Figure 1. Clock routing (run 1).
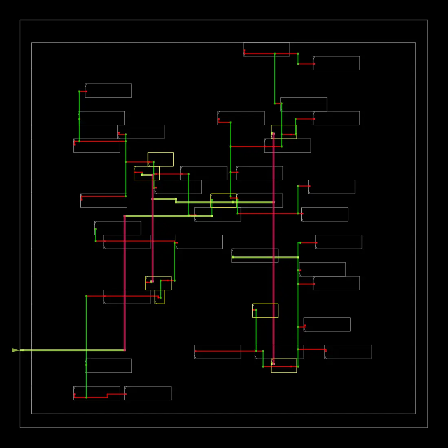
Figure 2. Signal wires by layer (run 1).
Only two layers are drawn.
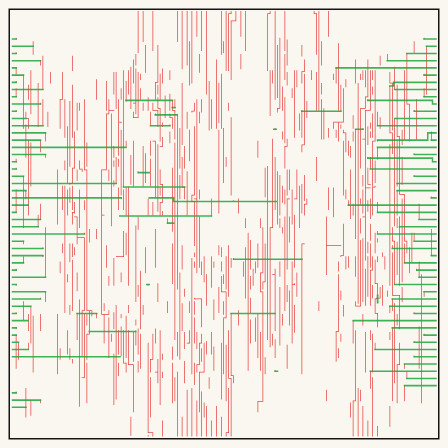
Figure 3. A small window of the routed layout (run 1).
Bar = 10 um. Window x 25 to 55, y 25 to 55 um. Cells in grey, sequential cells in the stronger grey; small squares are vias.
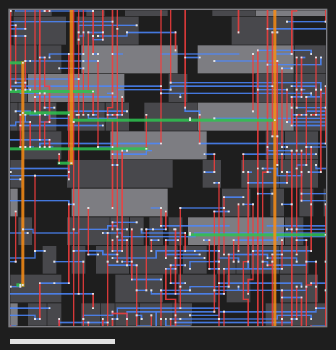
Figure 4. Wires at chosen ports, followed through buffers (run 1).
Bar = 20 um.
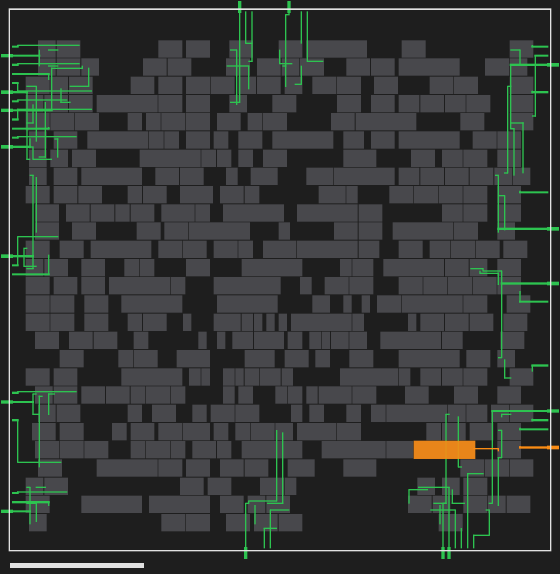
<file path="config.mk">
export PLATFORM = sky130hd
export DESIGN_NAME = bram_port_arbiter
export DESIGN_NICKNAME = d
export VERILOG_FILES = /design/src/rtl/bram_port_arbiter.sv
export SDC_FILE = /design/constraint.sdc
export NUM_CORES = 1
export LEC_CHECK = 0
export ABC_AREA = 0
export CAP_MARGIN = 20
export CORE_MARGIN = 2
export CORE_UTILIZATION = 42
export DETAILED_ROUTE_END_ITERATION = 16
export GPL_TIMING_DRIVEN = 0
export PLACE_DENSITY = 0.85
export SYNTH_ARGS = -nofsm -noshare
export SYNTH_HDL_FRONTEND = slang
export SYNTH_SLANG_ARGS = --single-unit
export TNS_END_PERCENT = 20
</file>
<file path="constraint.sdc">
create_clock -name clk -period 5.81 [get_ports clk]
set_clock_uncertainty 0.1 [all_clocks]
set_input_delay 0.8715 -clock clk [delete_from_list [all_inputs] [get_ports clk]]
set_output_delay 0.8715 -clock clk [all_outputs]
set_load 0.01 [all_outputs]
</file>
<file path="src/rtl/bram_port_arbiter.sv">
// Two-requester round-robin arbiter in front of a single-port BRAM.
// Bounded bursts; read data is routed back to the requester that issued the read.
module bram_port_arbiter #(
   parameter int AW        = 11,
   parameter int DW        = 16,
   parameter int MAX_BURST = 4
) (
   input  logic          clk,
   input  logic          rst,
   input  logic          a_req,
   input  logic          a_we,
   input  logic [AW-1:0] a_addr,
   input  logic [DW-1:0] a_din,
   output logic          a_gnt,
   output logic          a_rvalid,
   output logic [DW-1:0] a_rdata,
   input  logic          b_req,
   input  logic          b_we,
   input  logic [AW-1:0] b_addr,
   input  logic [DW-1:0] b_din,
   output logic          b_gnt,
   output logic          b_rvalid,
   output logic [DW-1:0] b_rdata,
   output logic          mem_we,
   output logic [AW-1:0] mem_addr,
   output logic [DW-1:0] mem_din,
   input  logic [DW-1:0] mem_dout
);

   localparam int CW = $clog2(MAX_BURST + 1);
   localparam logic [CW-1:0] BMAX = CW'(MAX_BURST);
   localparam logic [CW-1:0] BONE = CW'(1);
   localparam logic OWN_A = 1'b0;
   localparam logic OWN_B = 1'b1;

   logic          last_owner_q, last_owner_d;
   logic [CW-1:0] burst_cnt_q, burst_cnt_d;
   logic          rd_pend_a_q, rd_pend_b_q;
   logic [AW-1:0] mem_addr_q;
   logic [DW-1:0] mem_din_q;
   logic          gnt_a, gnt_b;
   logic          winner;

   // Grant decision: a zero count means no burst is running, so a tie
   // goes to the side that did not own the port last (A after reset).
   always_comb begin
      gnt_a = 1'b0;
      gnt_b = 1'b0;
      if (!rst) begin
         if (a_req && !b_req) begin
            gnt_a = 1'b1;
         end else if (b_req && !a_req) begin
            gnt_b = 1'b1;
         end else if (a_req && b_req) begin
            if (burst_cnt_q == '0 || burst_cnt_q >= BMAX) begin
               gnt_a = (last_owner_q == OWN_B);
               gnt_b = (last_owner_q == OWN_A);
            end else begin
               gnt_a = (last_owner_q == OWN_A);
               gnt_b = (last_owner_q == OWN_B);
            end
         end
      end
   end

   // Burst bookkeeping: extend the run, hand over ownership, or clear on idle.
   always_comb begin
      winner       = gnt_b;
      last_owner_d = last_owner_q;
      burst_cnt_d  = '0;
      if (gnt_a || gnt_b) begin
         if (winner == last_owner_q) begin
            burst_cnt_d = (burst_cnt_q >= BMAX) ? BMAX : burst_cnt_q + BONE;
         end else begin
            last_owner_d = winner;
            burst_cnt_d  = BONE;
         end
      end
   end

   // BRAM port mux; address/data hold the last granted values when idle.
   always_comb begin
      mem_we   = 1'b0;
      mem_addr = mem_addr_q;
      mem_din  = mem_din_q;
      if (gnt_a) begin
         mem_we   = a_we;
         mem_addr = a_addr;
         mem_din  = a_din;
      end else if (gnt_b) begin
         mem_we   = b_we;
         mem_addr = b_addr;
         mem_din  = b_din;
      end
   end

   // Arbitration state, read-return tracking and held BRAM port values.
   always_ff @(posedge clk or posedge rst) begin
      if (rst) begin
         last_owner_q <= OWN_B;
         burst_cnt_q  <= '0;
         rd_pend_a_q  <= 1'b0;
         rd_pend_b_q  <= 1'b0;
         mem_addr_q   <= '0;
         mem_din_q    <= '0;
      end else begin
         last_owner_q <= last_owner_d;
         burst_cnt_q  <= burst_cnt_d;
         rd_pend_a_q  <= gnt_a & ~a_we;
         rd_pend_b_q  <= gnt_b & ~b_we;
         if (gnt_a || gnt_b) begin
            mem_addr_q <= mem_addr;
            mem_din_q  <= mem_din;
         end
      end
   end

   assign a_gnt    = gnt_a;
   assign b_gnt    = gnt_b;
   assign a_rvalid = rd_pend_a_q;
   assign b_rvalid = rd_pend_b_q;
   assign a_rdata  = mem_dout;
   assign b_rdata  = mem_dout;

endmodule

</file>
==> notes.md, run 1 <==
Implementation results. After detailed routing, no signal wire sits above met4. The design received a total of 72 well taps at floorplan. In this design, the largest share of critical-path delay is due to buffers and inverters.

The largest single stage delay on the critical path is about 530 ps. Data arrival time at the worst-slack endpoint landed at between 3000 and 4000 ps. By area, the combinational part of the netlist is dominated by AND-OR/OR-AND gates. The area fraction of the largest cell type after synthesis is 0.325. The net count of the finished layout is 441. Of the total synthesized cell area, the portion taken by AND, OR, NAND and NOR gates is 0.130.

Total internal power landed at 0.000642 W. Post-route antenna net violation count landed at 0. STA on the placed design reports a worst setup slack of between 1500 and 2000 ps. Met3 layer usage reported by global route landed at 0.0517. Sorting the Yosys area breakdown by cell type puts at the top sky130_fd_sc_hd__dfrtp_1. Largest fanout of any net on the critical path landed at 10. TritonCTS built the clock tree.

Number of antenna violations at the first check in global routing landed at 0. Number of vias per cell landed at between 5 and 6. Detailed route wirelength on metal3 landed at 690 um. Per the post-synthesis stats, the area per cell is ~11 um2. The switching portion of total power comes to 0.304. Leakage power summed over all cells landed at roughly 1.6 nW. Per the Yosys statistics, synthesis produced approximately 230 cells. Flip-flop count of the largest register after layout landed at 16.

The flow reported a cell area power density of 237 nW/um2. Worst supply voltage drop on vdd landed at 0.124 mV. Buffer share of cell area landed at 0.417. The critical path is of the in -> out type. In this run the clock root is driven by a sky130_fd_sc_hd__clkbuf_8. Summed over the clock group, the power is 0.000196 W.

Sequential share of power landed at 0.317. Final design utilization landed at 0.699. Looking at hold timing, the worst path starts from mem_addr_q[2].

Counting buffers and inverters, the worst setup path is 7 cells deep. In the layout the commonest cells are sky130_fd_sc_hd__clkdlybuf4s50_1 (121), sky130_fd_sc_hd__a221o_1 (69), sky130_fd_sc_hd__buf_4 (32), sky130_fd_sc_hd__dfrtp_1 (32), sky130_fd_sc_hd__nor2b_1 (19). The worst path in the final design needs a cycle of 4240 ps, including I/O delays and setup. The largest registers in the layout are mem_din_q (16), mem_addr_q (11), burst_cnt_q (3). Sorting the synthesized cells by area gives the leading types as sky130_fd_sc_hd__dfrtp_1 (32%), sky130_fd_sc_hd__a221o_1 (28%), sky130_fd_sc_hd__buf_4 (9.7%), sky130_fd_sc_hd__nor2b_1 (4.8%), sky130_fd_sc_hd__a22o_1 (4.6%).

The placement summary gives the final routability congestion estimate as 0.805. Horizontal die size landed at 80.6 um. Sequential cells placed in the final layout were counted as 33. Inverter count landed at 3.

Switching power landed at around 0.00028 W. Per the final layout report, the fraction of cells sized above drive strength 1 comes to 0.176. Setup repair after global routing left no endpoint under its margin. Endpoints failing hold in the final report were tallied at 0. Logic depth along the worst register-to-register path is recorded as 7. Global routing finished with a remaining overflow of 0. The HPWL after detailed placement is 5540 um. Per the layout area report, the combinational fraction of cell area is 0.319.

The worst setup path is launched from an input pin. After detailed routing, the average wire length per cell comes to 17.1 um. For reference, the critical path is captured by mem_din[14].

Post-detailed-routing wire length landed at 7440 um. Setup violation total in the final timing report landed at 0. Yosys warning count landed at 0. The flow ran to the end, and the final reports show no timing, DRC or antenna violations. Number of stages on the worst hold path landed at 2. Entering global routing, the biggest net connects 22 pins.

The violation tally recorded at the end of detailed-routing iteration 0 is 126. Global router's overall resource usage landed at 0.228. Latest clock arrival within the worst-skew pair landed at 290 ps. After synthesis the cells add up to ~2500 um2. Multiplexer share of the synthesized area landed at 0.00406.

In the synthesized netlist, the number of instances is 234. Power consumed by combinational cells landed at 0.000435 W. In the final layout, flip-flops and latches occupy 827 um2.

The number of placed instances, taps included, is 428. The signal on the critical path passes through clkdlybuf4s50_1 -> buf_2 -> nor3b_1 -> clkbuf_1 -> a22o_1 -> a221o_1 -> clkdlybuf4s50_1.
About Figure 1:
TritonCTS buffer count: 5
number of clock sinks: 33

About Figure 2:
- red: M2 (wire length 3490 um)
- green: M3 (wire length 690 um)

About Figure 3:
- orange: M4
- blue: M1
- green: M3
- red: M2
- sequential cells in the window: 7
- cells with their middle in the window: 63
- most frequent: a221o_1 (8), dfrtp_1 (7), buf_2 (6)
- netlist names of flops here include: burst_cnt_q (3), mem_addr_q (2), mem_din_q (2)

About Figure 4:
- green: mem_dout (direction input; end cells 0; buffers 64; wire 677 um)
- orange: a_rvalid (direction output; end cells 1; buffers 1; wire 8.30 um)
number of buffer cells added on primary ports: 121
I/O pins: 140

Figure 5. Metal 1 (run 1).
Supply wires on this layer in grey.
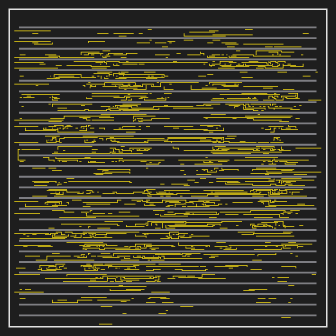

==> inputs of run 2 (changes only) <==
Settings changed: CORE_UTILIZATION 42 to 39, PLACE_DENSITY 0.85 to 0.8.
Clock period 5.81 ns to 3.9 ns, I/O delays scaled along.
Figure 6. Metal 1 (run 2).
Supply wires on this layer in grey.
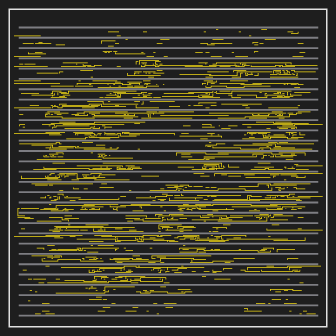
- nets with wire on the layer: 372
- share of all routed wire: 44%
- longest straight run: 31.3 um

==> run 2 against run 1 <==
Against the previous run: via count decreased by 0.16%; clock power rose by 49%; first-iteration DRC count rose by 7.1%; setup slack got worse by 1400 ps; cell count rose by 0.69%; routed wire length down 0.79%; core utilization fell by 5.2 points; total power grew 49%; critical path type unchanged; largest cell class unchanged; highest routed layer unchanged.
==> notes.md, run 2 <==
Implementation results. Worst path cell trace: clkdlybuf4s50_1 -> buf_2 -> nor3b_1 -> clkbuf_1 -> a22o_1 -> a221o_1 -> clkdlybuf4s50_1 (unchanged). Worst supply voltage drop on vdd landed at 0.171 mV (was 0.124 mV). Unrepaired setup endpoints after global routing: false (unchanged). The number of levels the H-tree was split into is 2 (unchanged). The total number of nets in the final design came to 441 (unchanged). Largest fanout of any net on the critical path landed at 10 (unchanged). The sequential share of power is 0.317 (about the same). Cell total after placement landed at 431 (was 428). The met3 layer usage reported by global route is 0.0514 (was 0.0517). Minimum clock period after layout landed at 3690 ps.

The post-route antenna net violation count is 0 (unchanged). Power consumed by combinational cells landed at 0.000649 W (was 0.000435 W). Largest registers ranked by flip-flop count: mem_din_q (16), mem_addr_q (11), burst_cnt_q (3) (unchanged). Violation count after the first detailed-routing iteration landed at 135 (was 126). Global router's overall resource usage landed at 0.208 (was 0.228). Simple-gate share of the synthesized area landed at 0.130 (unchanged). The flip-flop count of the largest register after layout is 16 (unchanged). The multiplexer share of the synthesized area came to 0.00406 (unchanged). The largest delay contributor family on the critical path is buffers and inverters (unchanged). The worst-case setup slack after placement is 217 ps (was 1590 ps). The top cell type by total area after synthesis is sky130_fd_sc_hd__dfrtp_1 (unchanged). The master cell of the clock root buffer is sky130_fd_sc_hd__clkbuf_8 (unchanged). The combinational cell area excluding buffers and inverters is 1240 um2 (unchanged). Largest stage delay on the critical path landed at 540 ps (was 530 ps). The buffer share of cell area came to 0.417 (about the same). Global-route track usage on met2 landed at 0.350 (was 0.379). The number of well taps came to 75 (was 72).

Setup violation total in the final timing report landed at 0 (unchanged). Final design utilization landed at 0.647 (was 0.699). The termination of the worst setup path is mem_addr[4] (was mem_din[14]).

Clock group total power landed at 0.000292 W (was 0.000196 W). The routability-driven placement congestion ratio was 0.777 (was 0.805). The final number of max-transition violations was 0 (unchanged). The top-area cell type share of the netlist area is 0.325 (unchanged). Yosys warning count landed at 0 (unchanged). Post-detailed-routing wire length landed at 7380 um (was 7440 um). The placed wire-length estimate after detailed placement came to 5430 um (was 5540 um). Number of sequential storage elements landed at 33 (unchanged). The share of the final layout cell area in multi-input gates is 0.318 (was 0.319). The tally of buffers added on design ports was 121 (unchanged). Count of mapped cells out of synthesis landed at 234 (unchanged). The number of antenna violations at the first check in global routing came to 0 (unchanged).

Total count of hold-check failures in the final report landed at 0 (unchanged). Total internal power landed at 0.000957 W (was 0.000642 W). Leakage power summed over all cells landed at 1.63 nW (unchanged). Number of vias per cell landed at 5.72 (was 5.77). The power density relative to cell area came to 353 nW/um2 (was 237 nW/um2). Mean area per synthesized cell landed at 10.5 um2 (unchanged). The startpoint of the lowest-slack register-to-register path is burst_cnt_q[0] (unchanged).

Number of iterations in the first detailed-routing pass landed at 4 (unchanged). The data arrival time at the worst-slack endpoint was 3000 ps (was 3270 ps). The critical setup path kind is in -> out (unchanged).

The count of instantiated cells in the yosys netlist is 234 (unchanged). The uppermost signal routing layer after detailed routing was met4 (unchanged). The count of clock tree sinks is 33 (unchanged). Fraction of final layout cells sized beyond drive strength 1 landed at 0.176 (unchanged).

Switching power landed at 0.000420 W (was 0.000281 W). The sequential share of the synthesized area is 0.336 (unchanged). Maximum number of pins on one net before global-route repair landed at 23 (was 22). Horizontal die size landed at 83.5 um (was 80.6 um). The biggest combinational cell group after synthesis was AND-OR/OR-AND gates (unchanged). Net switching fraction of the power landed at 0.305 (was 0.304). The number of cells on the critical path came to 7 (unchanged).

Run status: complete, no violations (unchanged). Inverter count landed at 3 (unchanged). Met2 wire length landed at 3500 um (was 3490 um). The number of stages on the worst hold path was 2 (unchanged). The launch point of the worst hold path is mem_addr_q[8] (was mem_addr_q[2]). The startpoint class of the critical path is an input pin (unchanged).

Number of cells on the worst reg-to-reg path landed at 7 (unchanged). Number of clock buffers inserted by TritonCTS landed at 5 (unchanged). The predominant post-synthesis flop cell was sky130_fd_sc_hd__dfrtp_1 (unchanged). The latest clock arrival within the worst-skew pair came to 290 ps (about the same). Leading cell types in the layout, fill and taps excluded: sky130_fd_sc_hd__clkdlybuf4s50_1 (121), sky130_fd_sc_hd__a221o_1 (69), sky130_fd_sc_hd__buf_4 (32), sky130_fd_sc_hd__dfrtp_1 (32), sky130_fd_sc_hd__nor2b_1 (19) (unchanged). Detailed route wirelength on metal3 landed at 592 um (was 690 um). Leading cell types by total area after synthesis: sky130_fd_sc_hd__dfrtp_1 (32%), sky130_fd_sc_hd__a221o_1 (28%), sky130_fd_sc_hd__buf_4 (9.7%), sky130_fd_sc_hd__nor2b_1 (4.8%), sky130_fd_sc_hd__a22o_1 (4.6%) (unchanged). Final routed wire length divided by cell count landed at 16.8 um (was 17.1 um). The TritonCTS clock tree was yes (unchanged).

The post-synthesis instance area came to 2460 um2 (unchanged). The total area of sequential cells is 827 um2 (unchanged). The count of boundary I/O pins is 140 (unchanged).
Figure 7. A small window of the routed layout (run 2).
Bar = 10 um. Window x 27 to 57, y 27 to 57 um. Cells in grey, sequential cells in the stronger grey; small squares are vias.
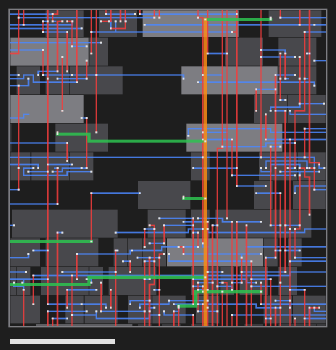
- orange: M4
- red: M2
- green: M3
- blue: M1
- cells with their middle in the window: 56
- netlist names of flops here include: mem_din_q (3), mem_addr_q (2)
- sequential cells in the window: 6
- most frequent: a221o_1 (7), dfrtp_1 (6), clkbuf_8 (6)

Figure 8. Clock routing (run 2).
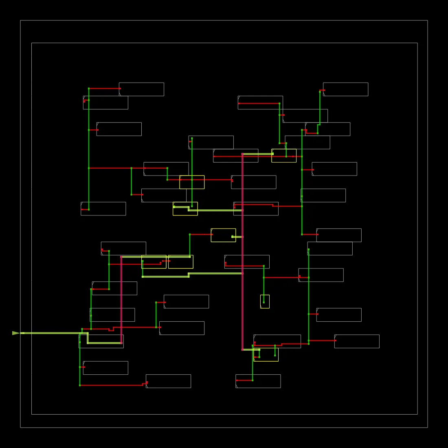

==> inputs of run 3 (changes only) <==
Settings changed: CORE_UTILIZATION 39 to 60, DONT_BUFFER_PORTS set to 1, PLACE_DENSITY 0.8 to 0.74, SETUP_SLACK_MARGIN set to 0.2.
Figure 9. Clock routing (run 3).
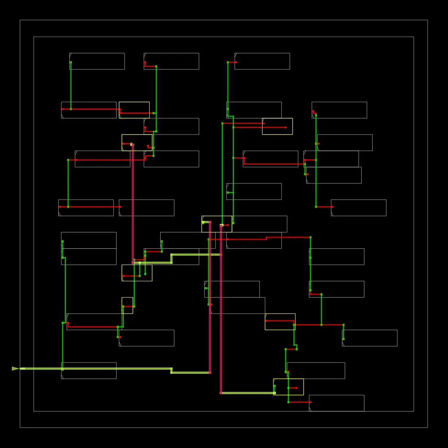
Clock Power: 0.000286 W
later-pin clock latency in the skew report: 290 ps
count of clock buffers in the final design: 7
sequential cell count: 33

Figure 10. Signal wires by layer (run 3).
Only two layers are drawn.
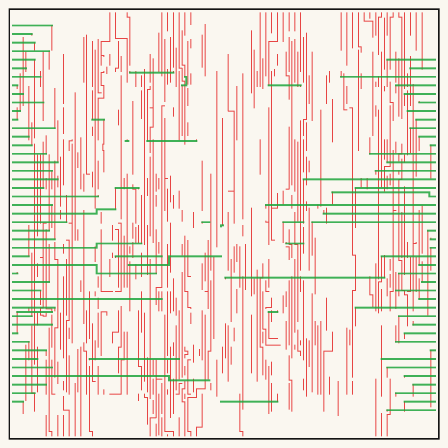
- red: M2 (wire length 3230 um)
- green: M3 (wire length 715 um)
vias: 2071
global-route total usage across every layer: 0.279

==> run 3 against run 2 <==
Against the previous run: core utilization up 2.2 points; critical path type is now reg -> out; non-clock buffer count down 121; combinational power down 34%; largest cell class is now logic gates; synthesized cell count unchanged; register-to-register slack worse by 30 ps; via count down 18%; routed wire length down 11%.
==> notes.md, run 3 <==
Implementation results. Run status: complete, no violations (unchanged). Leading cell types in the layout, fill and taps excluded: sky130_fd_sc_hd__a221o_1 (69), sky130_fd_sc_hd__buf_4 (32), sky130_fd_sc_hd__dfrtp_1 (32) (was sky130_fd_sc_hd__clkdlybuf4s50_1 (121), sky130_fd_sc_hd__a221o_1 (69), sky130_fd_sc_hd__buf_4 (32), sky130_fd_sc_hd__dfrtp_1 (32), sky130_fd_sc_hd__nor2b_1 (19)). The final routed wire length divided by cell count came to 22.3 um (was 16.8 um). Final design utilization landed at 0.669 (was 0.647).

Number of cells on the critical path landed at 7 (unchanged). Inverter count landed at 3 (unchanged). Sequential share of power landed at 0.380 (was 0.317). The number of cells on the worst reg-to-reg path was 7 (unchanged). The placed wire-length estimate after detailed placement came to 4850 um (was 5430 um). Total area of sequential cells landed at 827 um2 (unchanged). The critical setup path kind was reg -> out (was in -> out). Final global-route overflow total landed at 0 (unchanged).

The master cell of the clock root buffer is sky130_fd_sc_hd__clkbuf_8 (unchanged). The number of clock buffers inserted by TritonCTS came to 5 (unchanged). The fraction of final layout cells sized beyond drive strength 1 was 0.263 (was 0.176). The most common cell after layout, fill and taps aside was sky130_fd_sc_hd__a221o_1 (was sky130_fd_sc_hd__clkdlybuf4s50_1). Largest registers ranked by flip-flop count: mem_din_q (16), mem_addr_q (11), burst_cnt_q (3) (unchanged).

The flip-flop count of the largest register after layout was 16 (unchanged). Met2 wire length landed at 3230 um (was 3500 um). The total count of hold-check failures in the final report is 0 (unchanged). The multiplexer share of the synthesized area came to 0.00406 (unchanged). The post-detailed-routing wire length came to 6540 um (was 7380 um). The net switching fraction of the power was 0.326 (was 0.305). The post-route antenna net violation count was 0 (unchanged). The TritonCTS clock tree is yes (unchanged). The number of stages on the worst hold path came to 1 (was 2). The Yosys warning count came to 0 (unchanged). Largest stage delay on the critical path landed at 370 ps (was 540 ps). The detailed route wirelength on metal3 is 714 um (was 592 um).

The endpoint of the lowest-slack register-to-register path was mem_din_q[15] (was mem_din_q[14]). The switching power came to 0.000375 W (was 0.000420 W). Worst path cell trace: inv_1 -> ha_1 -> o211a_1 -> nor3_2 -> buf_2 -> buf_2 -> a221o_1 (was clkdlybuf4s50_1 -> buf_2 -> nor3b_1 -> clkbuf_1 -> a22o_1 -> a221o_1 -> clkdlybuf4s50_1). Leading cell types by total area after synthesis: sky130_fd_sc_hd__dfrtp_1 (32%), sky130_fd_sc_hd__a221o_1 (28%), sky130_fd_sc_hd__buf_4 (9.7%), sky130_fd_sc_hd__nor2b_1 (4.8%), sky130_fd_sc_hd__a22o_1 (4.6%) (unchanged). The buffer share of cell area is 0.155 (was 0.417). The number of well taps was 50 (was 75). The number of vias per cell is 7.07 (was 5.72). The violation count after the first detailed-routing iteration came to 136 (was 135). The predominant post-synthesis flop cell is sky130_fd_sc_hd__dfrtp_1 (unchanged).

The termination of the worst setup path was mem_din[12] (was mem_addr[4]). The count of boundary I/O pins came to 140 (unchanged). The largest register by flop count is mem_din_q (unchanged). Horizontal die size landed at 68.1 um (was 83.5 um).

Final number of max-transition violations landed at 0 (unchanged). Commonest cells in the synthesized netlist: sky130_fd_sc_hd__a221o_1 (69), sky130_fd_sc_hd__buf_4 (32), sky130_fd_sc_hd__dfrtp_1 (32), sky130_fd_sc_hd__nor2b_1 (19), sky130_fd_sc_hd__and2_1 (14) (unchanged). The post-synthesis instance area was 2460 um2 (unchanged). The leakage power summed over all cells is 1.17 nW (was 1.63 nW). The worst supply voltage drop on vdd came to 0.245 mV (was 0.171 mV). Setup violation total in the final timing report landed at 0 (unchanged). Largest fanout of any net on the critical path landed at 10 (unchanged). The top-area cell type share of the netlist area came to 0.325 (unchanged). Number of iterations in the first detailed-routing pass landed at 4 (unchanged). The count of mapped cells out of synthesis was 234 (unchanged). Simple-gate share of the synthesized area landed at 0.130 (unchanged).

The wire length the detailed router placed on met1 was 2520 um (was 3230 um). The cell total after placement was 285 (was 431). Data arrival time at the worst-slack endpoint landed at 2380 ps (was 3000 ps).

The uppermost signal routing layer after detailed routing was met4 (unchanged). Total internal power landed at 0.000777 W (was 0.000957 W). The launch point of the worst hold path is b_we (was mem_addr_q[8]). The top cell type by total area after synthesis is sky130_fd_sc_hd__dfrtp_1 (unchanged). Maximum number of pins on one net before global-route repair landed at 19 (was 23). The routability-driven placement congestion ratio is 0.847 (was 0.777). Total number of nets in the final design landed at 320 (was 441). The number of antenna violations at the first check in global routing is 0 (unchanged). The count of clock tree sinks was 33 (unchanged). Share of the final layout cell area in multi-input gates landed at 0.467 (was 0.318). The combinational cell area excluding buffers and inverters is 1240 um2 (unchanged). Power density relative to cell area landed at 434 nW/um2 (was 353 nW/um2).

The global routing usage on met1 came to 0.326 (was 0.266). The startpoint of the lowest-slack register-to-register path was burst_cnt_q[0] (unchanged). The biggest combinational cell group after synthesis was AND-OR/OR-AND gates (unchanged). Tally of buffers added on design ports landed at 0 (was 121). The startpoint class of the critical path is a register (was input pin). The largest delay contributor family on the critical path is buffers and inverters (unchanged).
No activity file was given, so power comes from the tool's default toggle rates.
